==> config.mk <==
export PLATFORM = sky130hd
export DESIGN_NAME = systolic_mac_node_dbuf
export DESIGN_NICKNAME = d
export VERILOG_FILES = /design/src/rtl/systolic_mac_node_dbuf.sv
export SDC_FILE = /design/constraint.sdc
export NUM_CORES = 1
export LEC_CHECK = 0
export CAP_MARGIN = 5
export CELL_PAD_IN_SITES_DETAIL_PLACEMENT = 2
export CELL_PAD_IN_SITES_GLOBAL_PLACEMENT = 2
export CORE_ASPECT_RATIO = 0.9
export CORE_MARGIN = 2
export CORE_UTILIZATION = 41
export DETAILED_ROUTE_END_ITERATION = 6
export PLACE_DENSITY_LB_ADDON = 0.12
export SYNTH_ARGS = -nofsm -noshare
export SYNTH_HDL_FRONTEND = slang
export SYNTH_SLANG_ARGS = --single-unit
==> constraint.sdc <==
create_clock -name clk_in -period 7.9 [get_ports clk_in]
set_input_delay 0.79 -clock clk_in [delete_from_list [all_inputs] [get_ports clk_in]]
set_output_delay 0.79 -clock clk_in [all_outputs]
set_load 0.005 [all_outputs]
==> src/rtl/systolic_mac_node_dbuf.sv <==
`default_nettype none
// ============================================================================
// Module   : systolic_mac_node_dbuf
// Purpose  : Weight-stationary systolic PE with double-buffered weights, a
//            three-stage MAC pipeline, rounding/saturation and sticky flags.
// Revision : 1.0 - initial release
// ============================================================================
module systolic_mac_node_dbuf #(
    parameter int FIXED_POINT_WIDTH     = 16,
    parameter int FIXED_POINT_POSITION  = 10,
    parameter int PARTIAL_SUM_WIDTH_IN  = 16,
    parameter int PARTIAL_SUM_WIDTH_OUT = 17,
    parameter int ROUND_ENABLE          = 1
) (
    input  logic                                    clk_in,
    input  logic                                    rst_n_in,
    input  logic                                    weight_load_in,
    input  logic signed [FIXED_POINT_WIDTH-1:0]     weight_in,
    input  logic                                    weight_swap_in,
    input  logic                                    activation_valid_in,
    input  logic signed [FIXED_POINT_WIDTH-1:0]     activation_in,
    input  logic signed [PARTIAL_SUM_WIDTH_IN-1:0]  partial_sum_in,
    input  logic                                    sat_clear_in,
    output logic                                    activation_valid_out,
    output logic signed [FIXED_POINT_WIDTH-1:0]     activation_out,
    output logic                                    partial_sum_valid_out,
    output logic signed [PARTIAL_SUM_WIDTH_OUT-1:0] partial_sum_out,
    output logic                                    product_sat_flag_out,
    output logic                                    sum_sat_flag_out
);

    localparam int FW  = FIXED_POINT_WIDTH;
    localparam int PW  = 2 * FIXED_POINT_WIDTH;
    localparam int PSI = PARTIAL_SUM_WIDTH_IN;
    localparam int PSO = PARTIAL_SUM_WIDTH_OUT;

    localparam logic signed [PW:0] c_PMAX = {{(PW-FW+2){1'b0}}, {(FW-1){1'b1}}};
    localparam logic signed [PW:0] c_PMIN = {{(PW-FW+2){1'b1}}, {(FW-1){1'b0}}};
    localparam logic signed [PW:0] c_RND  = (ROUND_ENABLE != 0) ?
        ({{PW{1'b0}}, 1'b1} << (FIXED_POINT_POSITION - 1)) : '0;
    localparam logic signed [PSO:0] c_SMAX = {2'b00, {(PSO-1){1'b1}}};
    localparam logic signed [PSO:0] c_SMIN = {2'b11, {(PSO-1){1'b0}}};

    logic signed [FW-1:0]  r_shadow;
    logic signed [FW-1:0]  r_active;
    logic                  r_s1_valid;
    logic signed [FW-1:0]  r_s1_act;
    logic signed [PSI-1:0] r_s1_psum;
    logic                  r_s2_valid;
    logic signed [PW-1:0]  r_s2_prod;
    logic signed [PSI-1:0] r_s2_psum;
    logic                  r_out_valid;
    logic signed [PSO-1:0] r_out_psum;
    logic                  r_psat;
    logic                  r_ssat;

    logic signed [PW-1:0]  w_mult;
    logic signed [PW:0]    w_prod_rnd;
    logic signed [PW:0]    w_prod_shift;
    logic signed [FW-1:0]  w_prod_rect;
    logic                  w_prod_sat;
    logic signed [PSO:0]   w_sum;
    logic signed [PSO-1:0] w_sum_rect;
    logic                  w_sum_sat;

    // Operands widened first so the product keeps full precision.
    assign w_mult = $signed({{FW{r_active[FW-1]}}, r_active}) *
                    $signed({{FW{r_s1_act[FW-1]}}, r_s1_act});

    assign w_prod_rnd   = $signed({r_s2_prod[PW-1], r_s2_prod}) + c_RND;
    assign w_prod_shift = w_prod_rnd >>> FIXED_POINT_POSITION;

    always_comb begin
        w_prod_rect = w_prod_shift[FW-1:0];
        w_prod_sat  = 1'b0;
        if (w_prod_shift > c_PMAX) begin
            w_prod_rect = c_PMAX[FW-1:0];
            w_prod_sat  = 1'b1;
        end else if (w_prod_shift < c_PMIN) begin
            w_prod_rect = c_PMIN[FW-1:0];
            w_prod_sat  = 1'b1;
        end
    end

    assign w_sum = $signed({{(PSO+1-FW){w_prod_rect[FW-1]}}, w_prod_rect}) +
                   $signed({{(PSO+1-PSI){r_s2_psum[PSI-1]}}, r_s2_psum});

    always_comb begin
        w_sum_rect = w_sum[PSO-1:0];
        w_sum_sat  = 1'b0;
        if (w_sum > c_SMAX) begin
            w_sum_rect = c_SMAX[PSO-1:0];
            w_sum_sat  = 1'b1;
        end else if (w_sum < c_SMIN) begin
            w_sum_rect = c_SMIN[PSO-1:0];
            w_sum_sat  = 1'b1;
        end
    end

    always_ff @(posedge clk_in or negedge rst_n_in) begin
        if (!rst_n_in) begin
            r_shadow    <= '0;
            r_active    <= '0;
            r_s1_valid  <= 1'b0;
            r_s1_act    <= '0;
            r_s1_psum   <= '0;
            r_s2_valid  <= 1'b0;
            r_s2_prod   <= '0;
            r_s2_psum   <= '0;
            r_out_valid <= 1'b0;
            r_out_psum  <= '0;
            r_psat      <= 1'b0;
            r_ssat      <= 1'b0;
        end else begin
            if (weight_load_in) begin
                r_shadow <= weight_in;
            end
            // Simultaneous load+swap forwards the new weight straight to active.
            if (weight_swap_in) begin
                r_active <= weight_load_in ? weight_in : r_shadow;
            end

            r_s1_valid <= activation_valid_in;
            r_s1_act   <= activation_in;
            r_s1_psum  <= partial_sum_in;

            r_s2_valid <= r_s1_valid;
            r_s2_prod  <= w_mult;
            r_s2_psum  <= r_s1_psum;

            r_out_valid <= r_s2_valid;
            if (r_s2_valid) begin
                r_out_psum <= w_sum_rect;
            end

            r_psat <= (r_psat & ~sat_clear_in) | (r_s2_valid & w_prod_sat);
            r_ssat <= (r_ssat & ~sat_clear_in) | (r_s2_valid & w_sum_sat);
        end
    end

    assign activation_valid_out  = r_s1_valid;
    assign activation_out        = r_s1_act;
    assign partial_sum_valid_out = r_out_valid;
    assign partial_sum_out       = r_out_psum;
    assign product_sat_flag_out  = r_psat;
    assign sum_sat_flag_out      = r_ssat;

endmodule
`default_nettype wire

run_1/registers.png
Other sequential cells in the stronger gray, the rest of the logic in the fainter gray.
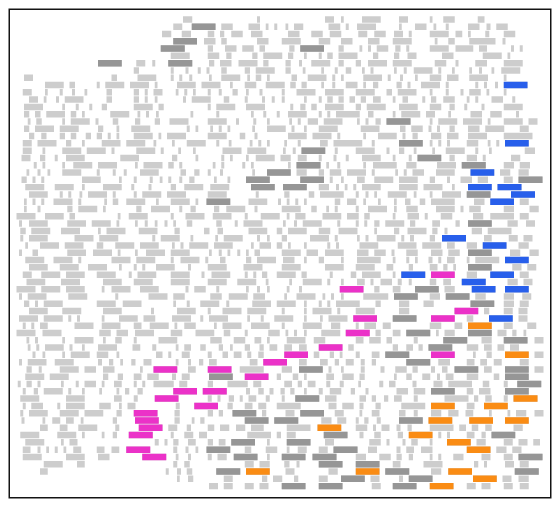
r_shadow: drawn in blue, placed flops 16, where middle right. r_s2_prod: drawn in magenta, placed flops 23. partial_sum_out: drawn in orange, placed flops 17, where lower right.
Another 69 sequential cells are not colored.

run_1/port_nets.png
Scale bar: 50 um.
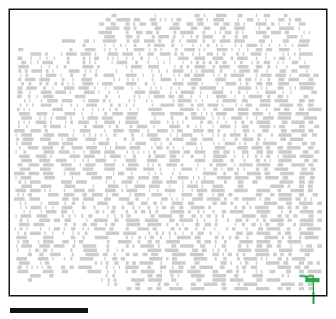
activation_valid_in: drawn in green, bits 1, direction input, edge bottom, end cells 1, buffers 1, wire 24.3 um.
port bufs: 90
IO Pins: 91

run_1/met2.png
Scale bar: 50 um.
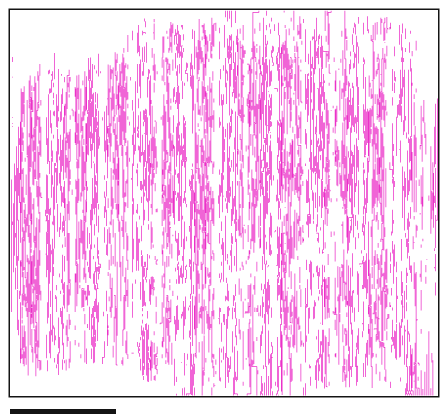
The layer carries 22.8 mm of wire. The wires run mostly vertical. The longest straight run is 78.4 um.
detailed-route via count: 9,820
met2 usage in global routing: 0.447
drt total wl: 43,400 um

run_1/metal_stack.png
Two of the layers only.
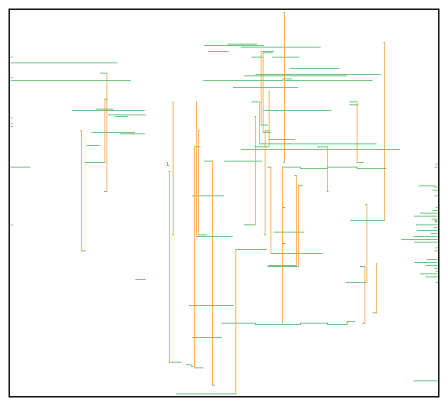
met4: drawn in orange, wire length 1,390 um. met3: drawn in green, wire length 1,350 um.

==> flow_summary_export.csv, run 1 <==
group,metric,value,unit
worst_setup_path,crit_fanout,17,
worst_setup_path,worst-path-stages,20,
layout,ff_latch_area,3130,um2
cts,post_cts_resized,0,
job,warning_count,26,
grt,grt_use_met1,0.318,
synth,area_leaders,"fa_1 36%, dfrtp_1 22%, ha_1 8.4%",
placed_design,dp_hpwl,34400,um
layout,clockNetworkAreaShare,0.0347,
routing,drt-initial-drc-count,416,
layout,dominant_cells,"combinational gates",
floorplan,fp.coreArea,34800,um2
synth,ys_area,14400,um2
worst_setup_path,worst_path_max_delay_cell,"dfrtp_1",
layout,logic_area,9990,um2
cts,cts_tree,"done",
worst_hold_path,hold_path.class,"primary input to asynchronous set/reset pin",
job,maxCapViolCount,0,
floorplan,nWellTaps,469,
layout,fin_nets,1872,
synth,fp_nets,1798,
synth,ys_seq_frac,0.218,
placed_design,dp_cells,1910,
cts,clk_latency,0.43,ns
run_status,outcome,"finished clean",
synth,synthArstFlopShare,1.00,
synth,ys_sh_mux,0.0344,
synth,ys_sh_aoi,0.0486,
layout,final_area,16300,um2
grt,busiest_layer,"met2",
worst_setup_path,rrSetupSlack,1.05,ns
layout,final_layout_size_suffix_gt1_frac,0.0632,
final_timing,fin_skew,0.0140,ns
layout,n_all_buffers,96,
grt,grt.total_usage,0.252,
worst_setup_path,cp-startpoint,"activation_out[6]$_DFF_PN0_",
routing,drt-met1-wl,17900,um
synth,ys_sh_adder,0.448,
synth,netlist_area,14400,um2
layout,logic_gate_count,926,
layout,clkbuf_count,21,
cts,root_buffer,"clkbuf_16",
layout,fin_cells,1941,
final_timing,fmax,0.146,GHz
final_timing,period_used_share,0.868,
cts,cts_num_sinks,125,
floorplan,die_y,182,um
worst_setup_path,crit_family,"adder cells",
worst_setup_path,max_stage_delay,0.76,ns
worst_setup_path,reg2reg_from,"activation_out[6]$_DFF_PN0_",
worst_setup_path,cp_common_cell,"fa_1",
final_timing,tns,0,ns
routing,antenna_left,0,
routing,top_layer_used,"met4",
synth,synth_area_per_cell,10.4,um2
layout,diodes,0,
final_timing,timing.final.ws_setup,1.05,ns
cts,clockBufferDepth,2,
run 1: registers in the layout (all words and copies together) (netlist names), 16 cells and up:
register / cells
r_s2_prod: 23
r_active: 16
r_s1_psum: 16
partial_sum_out: 17
activation_out: 16
r_s2_psum: 16
r_shadow: 16
run 1: placed cells by master, fill, tap and decap left out, types with 7 or more instances in the layout:
cell type | netlist | layout
o21ai_0 | 15 | 15
ha_1 | 96 | 96
nand2_1 | 153 | 153
clkdlybuf4s50_1 | 0 | 89
inv_1 | 294 | 294
xnor2_1 | 40 | 40
mux2_2 | 43 | 43
and3_1 | 8 | 8
a21o_1 | 9 | 9
and2_1 | 105 | 105
a21oi_1 | 47 | 47
xor2_1 | 19 | 19
clkbuf_16 | 0 | 17
fa_1 | 262 | 262
nor2_1 | 29 | 29
nand2b_1 | 19 | 19
nand3_1 | 9 | 9
dfrtp_1 | 125 | 125
a31oi_1 | 7 | 7
run 1: cells in the mapped netlist (3+ instances only):
library cell / n
ha_1: 96
and2_1: 105
and3_1: 8
a21oi_1: 47
nand2b_1: 19
nor2b_1: 6
clkbuf_1: 38
nor2_1: 29
o21bai_1: 3
dfrtp_1: 125
nand3b_1: 3
xor2_1: 19
inv_1: 294
mux2_2: 43
o21ai_0: 15
nand3_1: 9
nand4_1: 6
or3_1: 3
fa_1: 262
a21o_1: 9
o21a_1: 5
nor4_1: 3
nand2_1: 153
nor3_1: 5
a31oi_1: 7
xnor2_1: 40
## Run 2: what changed since run 1
--- a/config.mk
+++ b/config.mk
@@ -13,6 +13,7 @@
 export CORE_UTILIZATION = 41
 export DETAILED_ROUTE_END_ITERATION = 6
 export PLACE_DENSITY_LB_ADDON = 0.12
+export SKIP_CTS_REPAIR_TIMING = 1
 export SYNTH_ARGS = -nofsm -noshare
 export SYNTH_HDL_FRONTEND = slang
 export SYNTH_SLANG_ARGS = --single-unit
run_2/metal_stack.png
Two of the layers only.
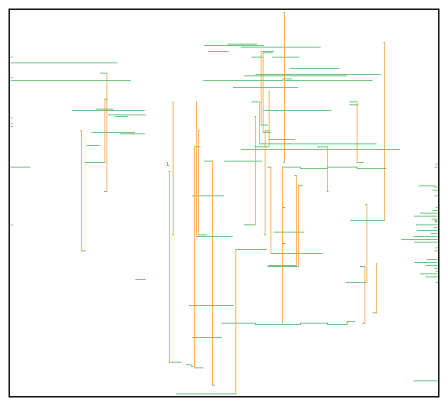
met3: drawn in green, wire length 1,350 um. met4: drawn in orange, wire length 1,390 um.

run_2/registers.png
Other sequential cells in the stronger gray, the rest of the logic in the fainter gray.
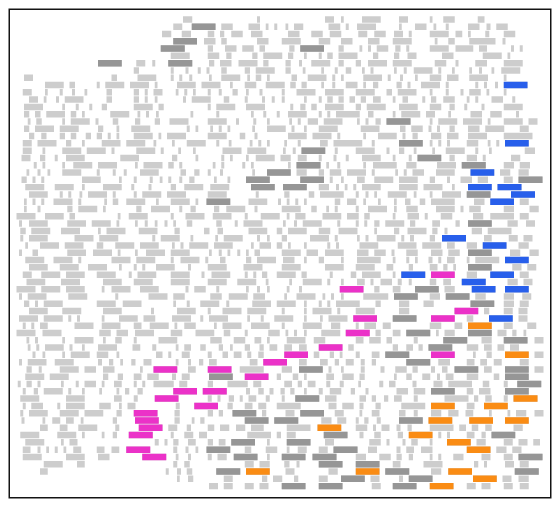
r_shadow: drawn in blue, placed flops 16, where middle right. r_s2_prod: drawn in magenta, placed flops 23. partial_sum_out: drawn in orange, placed flops 17, where lower right.
Another 69 sequential cells are not colored.

==> flow_summary_export.csv, run 2 <==
group,metric,value,unit
cts,cts_tree,"done",
routing,post_drt_wl_per_cell,22.3,um
worst_setup_path,worst_setup_path_end_kind,"flip-flop",
placed_design,gp_congestion,0.826,
grt,grt_use_met1,0.318,
synth,ys_seq_frac,0.218,
layout,synthToLayoutAreaGrowth,13.5,%
routing,antenna_left,0,
synth,synth_top_area_share,0.365,
synth,top_area_cell,"fa_1",
synth,area_leaders,"fa_1 36%, dfrtp_1 22%, ha_1 8.4%",
final_timing,relSlewSlack,0.390,
job,maxCapViolCount,0,
placed_design,place_ws,1.14,ns
routing,postRouteWirelength,43400,um
floorplan,chip_area,36600,um2
final_timing,hold_violations,0,
layout,mostFrequentLayoutCells,"294 x inv_1, 262 x fa_1, 153 x nand2_1, 125 x dfrtp_1, 105 x and2_1",
cts,path_clk_slew,0.07,ns
layout,diodes,0,
worst_setup_path,regToRegEndpoint,"r_s2_prod[30]$_DFF_PN0_",
synth,edf_count,0,
worst_setup_path,reg2reg_from,"activation_out[6]$_DFF_PN0_",
grt,grt_use_met2,0.447,
layout,largest_reg_flops,23,
layout,fin_nets,1872,
worst_setup_path,cp-startpoint,"activation_out[6]$_DFF_PN0_",
job,warning_count,26,
final_timing,drv_slew,0,
worst_setup_path,endpoint,"r_s2_prod[30]$_DFF_PN0_",
grt,grt_pass1_vias,11800,
worst_setup_path,worstSetupPathType,"flip-flop to flip-flop",
synth,ys_area,14400,um2
final_timing,worst_slew_pin_slew,0.912,ns
synth,post_synth_inst_count,1386,
synth,ys_cells,1386,
synth,yosys_warnings,0,
final_timing,fmax,0.146,GHz
worst_setup_path,rr_worst_depth,20,
routing,vias,9820,
worst_setup_path,crit_path_start_kind,"flip-flop",
synth,netlist_area,14400,um2
synth,top_cells_by_count,"294 x inv_1, 262 x fa_1, 153 x nand2_1",
final_timing,period_needed,6.85,ns
synth,synth_area_per_cell,10.4,um2
final_timing,finalSetupViolations,0,
synth,top_cell,"inv_1",
cts,htree_levels,4,
grt,grt_max_degree,67,
routing,vias_per_cell,5.06,
floorplan,fp-utilization,0.413,
placed_design,portBuffers,90,
final_timing,fin_skew,0.0140,ns
floorplan,num_rows,65,
grt,grt_pass1_wl,69600,um
floorplan,io_pins,91,
layout,lay_top_count,"inv_1",
worst_setup_path,rrSetupSlack,1.05,ns
grt,busiest_layer,"met2",
final_timing,period_used_share,0.868,
cts,cts_made_buffers,17,
synth,synth-seq-cells,125,
grt,grt.total_usage,0.252,
synth,ff_type,"dfrtp_1",
grt,antenna_found_initial,1,
synth,synthArstFlopShare,1.00,
layout,regMostFlops,"r_s2_prod",
worst_setup_path,critPathArrivalTime,7.16,ns
cts,clk_latency,0.43,ns
floorplan,die_width,201,um
routing,drt-initial-drc-count,416,
grt,grt-ovfl-total,0,
worst_setup_path,crit_fanout,17,
synth,synth_cell_types,54,
cts,clockBufferDepth,2,
layout,final_layout_size_suffix_gt1_frac,0.0632,
run_status,outcome,"finished clean",
cts,root_buffer,"clkbuf_16",
routing,drc,0,
layout,fillers,3697,
final_timing,timing.final.ws_setup,1.05,ns
placed_design,dp_hpwl,34400,um
final_timing,tns,0,ns
routing,firstDrtPassIters,4,
synth,fp_nets,1798,
grt,grt_util_met3,0.0325,
worst_setup_path,worstPathRequired,8.20,ns
worst_hold_path,hold_path.class,"primary input to asynchronous set/reset pin",
cts,cts_num_sinks,125,
final_timing,rsz0062_at_grt,"false",
floorplan,die_y,182,um
run_2/final_placement.png
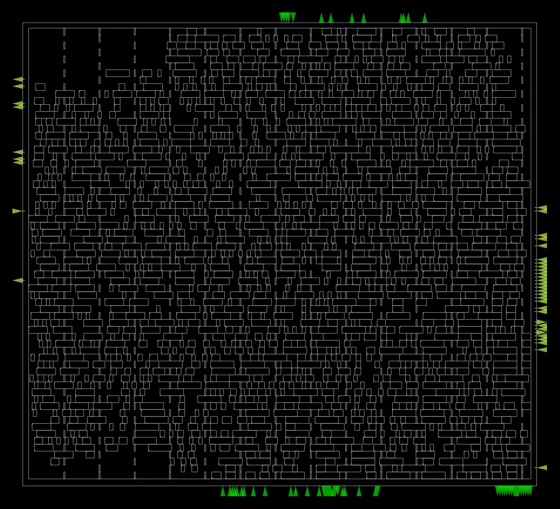
Seq area share: 0.192
TAP cells: 469
flop count: 125
Core Region: 34,800 um2
final core occ: 0.469

[run 2: cell counts after synthesis]
No cell type changed its count.
[run 2: stage by stage]
stage          cells  hold WS, ns  instance area, um2
4_1_cts         1941        0.349               16300
5_1_grt         1941        0.353               16300
6_report        1941        0.339               16300
3_3_place_gp    1910        0.332               15800
2_1_floorplan   1386        0.331               14400
3_5_place_dp    1910        0.336               15800
[run 2: cells by family after synthesis]
logic type,Yosys count,synth area share
compound gates,104,0.0486
xor+xnor,59,0.0359
fa+ha+maj,358,0.448
buf+inv,335,0.0880
flops,125,0.218
mux,44,0.0344
simple gates,361,0.127
[run 2: routing by layer]
layer  wire length [um]  vias to the layer above  share of wire
met2              22800                      168           0.52
met4               1390                        0          0.032
met3               1350                       57          0.031
met5                  0                        -              0
li1                   -                     4346              -
met1              17900                     5249           0.41
[run 2: area by class of cell]
type                    count  area, um2  share of cell area
repair buffers             96        947              0.0580
clock buffers              21        450              0.0276
clock inverters            10        115             0.00705
inverters                 294       1100              0.0676
flip-flops and latches    125       3130               0.192
multi-input cells         926       9990               0.612
well taps                 469        587              0.0360
[run 2: critical path, cell delays in order (launching register included)]
cell	delay (ns)
dfrtp_1	0.76
nand2_1	0.17
fa_1	0.57
inv_1	0.06
fa_1	0.55
inv_1	0.06
fa_1	0.49
fa_1	0.50
inv_1	0.07
fa_1	0.51
fa_1	0.51
ha_1	0.38
a21oi_1	0.24
o21ai_0	0.15
a21o_1	0.24
a221oi_4	0.46
o41a_4	0.25
a211oi_2	0.08
or2_1	0.27
o31a_1	0.26
xor2_1	0.15
